[config.mk]
export PLATFORM = sky130hd
export DESIGN_NAME = net_ncore_ndr_req
export DESIGN_NICKNAME = d
export VERILOG_FILES = /design/src/rtl/net_ncore_ndr_req.sv
export SDC_FILE = /design/constraint.sdc
export NUM_CORES = 1
export LEC_CHECK = 0
export ABC_AREA = 1
export CORE_ASPECT_RATIO = 0.75
export CORE_MARGIN = 1
export CORE_UTILIZATION = 30
export DETAILED_ROUTE_END_ITERATION = 16
export SYNTH_ARGS = -nofsm -noshare
export SYNTH_HDL_FRONTEND = slang
export SYNTH_SLANG_ARGS = --single-unit
[constraint.sdc]
create_clock -name clk -period 5.1 [get_ports clk]
set_clock_uncertainty 0.15 [all_clocks]
set_input_delay 0.765 -clock clk [delete_from_list [all_inputs] [get_ports clk]]
set_output_delay 0.765 -clock clk [all_outputs]
set_load 0.005 [all_outputs]
[src/rtl/net_ncore_ndr_req.sv]
// Request network: NCORES L2 request ports routed by address-interleave bits to NDR directory
// slices, with per-slice round-robin arbitration and a per-slice output FIFO. Optional macro: NET_REQ_BYPASS_EN.
module net_ncore_ndr_req #(
  parameter int NCORES    = 2,
  parameter int NDR       = 2,
  parameter int PAYLOAD_W = 64,
  parameter int ADDR_LSB  = 6,
  parameter int FIFO_D    = 2,
  localparam int SRC_W    = (NCORES > 1) ? $clog2(NCORES) : 1,
  localparam int SL_W     = (NDR > 1) ? $clog2(NDR) : 1
) (
  input  logic                     clk,
  input  logic                     reset,
  input  logic [NCORES-1:0]        l2todr_valid,
  output logic [NCORES-1:0]        l2todr_retry,
  input  logic [NCORES*PAYLOAD_W-1:0] l2todr_req,
  output logic [NDR-1:0]           drtomem_valid,
  input  logic [NDR-1:0]           drtomem_retry,
  output logic [NDR*PAYLOAD_W-1:0] drtomem_req,
  output logic [NDR*SRC_W-1:0]     drtomem_src
);

  localparam int PTR_W = $clog2(FIFO_D);
  localparam int CNT_W = PTR_W + 1;
  localparam int ENT_W = SRC_W + PAYLOAD_W;

  logic [ENT_W-1:0] mem_q    [NDR][FIFO_D];
  logic [ENT_W-1:0] mem_d    [NDR][FIFO_D];
  logic [PTR_W-1:0] wr_ptr_q [NDR];
  logic [PTR_W-1:0] wr_ptr_d [NDR];
  logic [PTR_W-1:0] rd_ptr_q [NDR];
  logic [PTR_W-1:0] rd_ptr_d [NDR];
  logic [CNT_W-1:0] count_q  [NDR];
  logic [CNT_W-1:0] count_d  [NDR];
  logic [SRC_W-1:0] rr_ptr_q [NDR];
  logic [SRC_W-1:0] rr_ptr_d [NDR];

  logic [PAYLOAD_W-1:0] pl  [NCORES];
  logic [SL_W-1:0]      tgt [NCORES];
  logic [SRC_W-1:0]     win [NDR];
  logic [NDR-1:0]       has_win, grant, push, pop, empty, byp;
  logic [NCORES-1:0]    core_grant;

  genvar gi;
  generate
    for (gi = 0; gi < NCORES; gi++) begin : g_core
      assign pl[gi]  = l2todr_req[gi*PAYLOAD_W +: PAYLOAD_W];
      assign tgt[gi] = (NDR == 1) ? '0 : pl[gi][ADDR_LSB +: SL_W];
    end
  endgenerate

  // Arbitration: scan cores starting at rr_ptr, first valid request for this slice wins.
  always_comb begin
    has_win    = '0;
    grant      = '0;
    push       = '0;
    pop        = '0;
    empty      = '0;
    byp        = '0;
    core_grant = '0;
    for (int s = 0; s < NDR; s++) win[s] = '0;
    for (int s = 0; s < NDR; s++) begin
      empty[s] = (count_q[s] == '0);
      pop[s]   = !empty[s] && !drtomem_retry[s];
      for (int k = 0; k < NCORES; k++) begin
        int idx;
        logic [SRC_W-1:0] cidx;
        idx = int'(rr_ptr_q[s]) + k;
        if (idx >= NCORES) idx = idx - NCORES;
        cidx = SRC_W'(idx);
        if (!has_win[s] && l2todr_valid[cidx] && tgt[cidx] == SL_W'(s)) begin
          has_win[s] = 1'b1;
          win[s]     = cidx;
        end
      end
      grant[s] = has_win[s] && !reset && (count_q[s] != CNT_W'(FIFO_D) || pop[s]);
`ifdef NET_REQ_BYPASS_EN
      byp[s]   = grant[s] && empty[s] && !drtomem_retry[s];
`endif
      push[s]  = grant[s] && !byp[s];
      if (grant[s]) core_grant[win[s]] = 1'b1;
    end
  end

  assign l2todr_retry = ~(l2todr_valid & core_grant);

  always_comb begin
    mem_d = mem_q;
    for (int s = 0; s < NDR; s++) begin
      wr_ptr_d[s] = wr_ptr_q[s];
      rd_ptr_d[s] = rd_ptr_q[s];
      count_d[s]  = count_q[s];
      rr_ptr_d[s] = rr_ptr_q[s];
      if (push[s]) begin
        mem_d[s][wr_ptr_q[s]] = {win[s], pl[win[s]]};
        wr_ptr_d[s] = wr_ptr_q[s] + PTR_W'(1);
      end
      if (pop[s]) rd_ptr_d[s] = rd_ptr_q[s] + PTR_W'(1);
      case ({push[s], pop[s]})
        2'b10:   count_d[s] = count_q[s] + CNT_W'(1);
        2'b01:   count_d[s] = count_q[s] - CNT_W'(1);
        default: count_d[s] = count_q[s];
      endcase
      if (grant[s])
        rr_ptr_d[s] = (win[s] == SRC_W'(NCORES - 1)) ? '0 : win[s] + SRC_W'(1);
    end
  end

  always_ff @(posedge clk or posedge reset) begin
    if (reset) begin
      for (int s = 0; s < NDR; s++) begin
        wr_ptr_q[s] <= '0;
        rd_ptr_q[s] <= '0;
        count_q[s]  <= '0;
        rr_ptr_q[s] <= '0;
      end
    end else begin
      for (int s = 0; s < NDR; s++) begin
        wr_ptr_q[s] <= wr_ptr_d[s];
        rd_ptr_q[s] <= rd_ptr_d[s];
        count_q[s]  <= count_d[s];
        rr_ptr_q[s] <= rr_ptr_d[s];
      end
    end
  end

  // Storage needs no reset: outputs are gated by occupancy.
  always_ff @(posedge clk) begin
    mem_q <= mem_d;
  end

  generate
    for (gi = 0; gi < NDR; gi++) begin : g_slice
      logic [ENT_W-1:0] out_ent;
      logic             out_vld;
`ifdef NET_REQ_BYPASS_EN
      assign out_vld = !empty[gi] || grant[gi];
      assign out_ent = empty[gi] ? {win[gi], pl[win[gi]]} : mem_q[gi][rd_ptr_q[gi]];
`else
      assign out_vld = !empty[gi];
      assign out_ent = mem_q[gi][rd_ptr_q[gi]];
`endif
      assign drtomem_valid[gi]                    = out_vld;
      assign drtomem_req[gi*PAYLOAD_W +: PAYLOAD_W] = out_vld ? out_ent[PAYLOAD_W-1:0] : '0;
      assign drtomem_src[gi*SRC_W +: SRC_W]         = out_vld ? out_ent[ENT_W-1 -: SRC_W] : '0;
    end
  endgenerate

endmodule

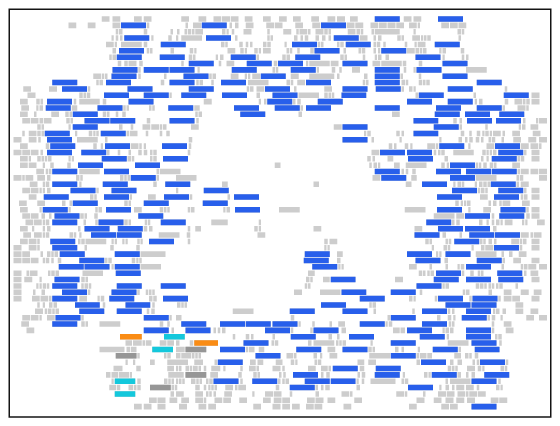
(images/registers.png)
Other sequential cells in the stronger gray, the rest of the logic in the fainter gray.
[blue] mem_q | flops: 260 | where: all over the die
[cyan] count_q | flops: 4 | where: lower left
[orange] rd_ptr_q | flops: 2

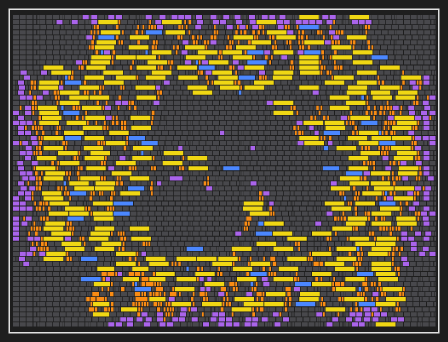
(images/cell_classes.png)
Fill, decap, tap and diode cells in gray.
[orange] all other logic | cells: 777
[yellow] flip-flops | cells: 270
[purple] other buffers and delay cells | cells: 285
[blue] clock drivers and dummy loads | cells: 55

==> flow_summary.json <==
{
  "antenna_found_initial": 1,
  "synthTopLogicFamily": "simple AND/OR/NAND/NOR gates",
  "die_h_um": 173.9,
  "cpPeakStageDelay_ns": 0.63,
  "buffer_area_frac": 0.1767,
  "cts.sinks": 270,
  "worstPathCellList": "inv_2 > buf_4 > nand2_1 > a21oi_1 > clkdlybuf4s50_1",
  "status": "completed",
  "clock_buffers": 35,
  "power.total_mw": 8.294,
  "aoi_share": 0.1145,
  "cp_slowest_cell": "inv_2",
  "cts_buffers": 30,
  "critPathRequiredTime_ns": 4.18,
  "port-buffer-count": 267,
  "finalMaxSlewViolations": 0,
  "die_x_um": 231.2,
  "worst-setup-path-type": "reg2out",
  "initCoreUtil": 0.3065,
  "drive_gt1_frac": 0.06994,
  "clk_pin_slew_ns": 0.06,
  "crit_path_start_kind": "flop",
  "max_freq_mhz": 252.0,
  "setup_violations": 0,
  "cts_buffer_depth": 3,
  "synthTopCellsByArea": "edfxtp_1 66%, nand2_1 13%, a21oi_1 5.6%",
  "logic_area_sq_um": 3115,
  "lay_top_count": "nand2_1"
}
## registers in the layout, indices dropped and copies added (netlist names)
name / cells
mem_q: 260
count_q: 4
rd_ptr_q: 2
rr_ptr_q: 2
wr_ptr_q: 2
## power breakdown
group	internal [mW]	total (mW)	switching, mW
clock	1.35	2.22	0.868
sequential	2.76	2.89	0.128
combinational	1.45	3.18	1.72
## cell usage after synthesis (all sizes together)
library cell    n
edfxtp        260
dfrtp          10
o21bai          1
nand2         403
nor2           13
buf            56
a21oi         132
o21ai         127
clkbuf         16
nand3           5
inv            81
or2             4
xor2            2
nand4           3
xnor2           4
ha              2
## worst register-to-register path: stages, from the launching register on
cell and delay [ns]:
dfrtp_1 0.42, o21bai_4 0.17, buf_4 0.56, buf_4 0.70
o21ai_0 0.25
No activity file was given, so power comes from the tool's default toggle rates.
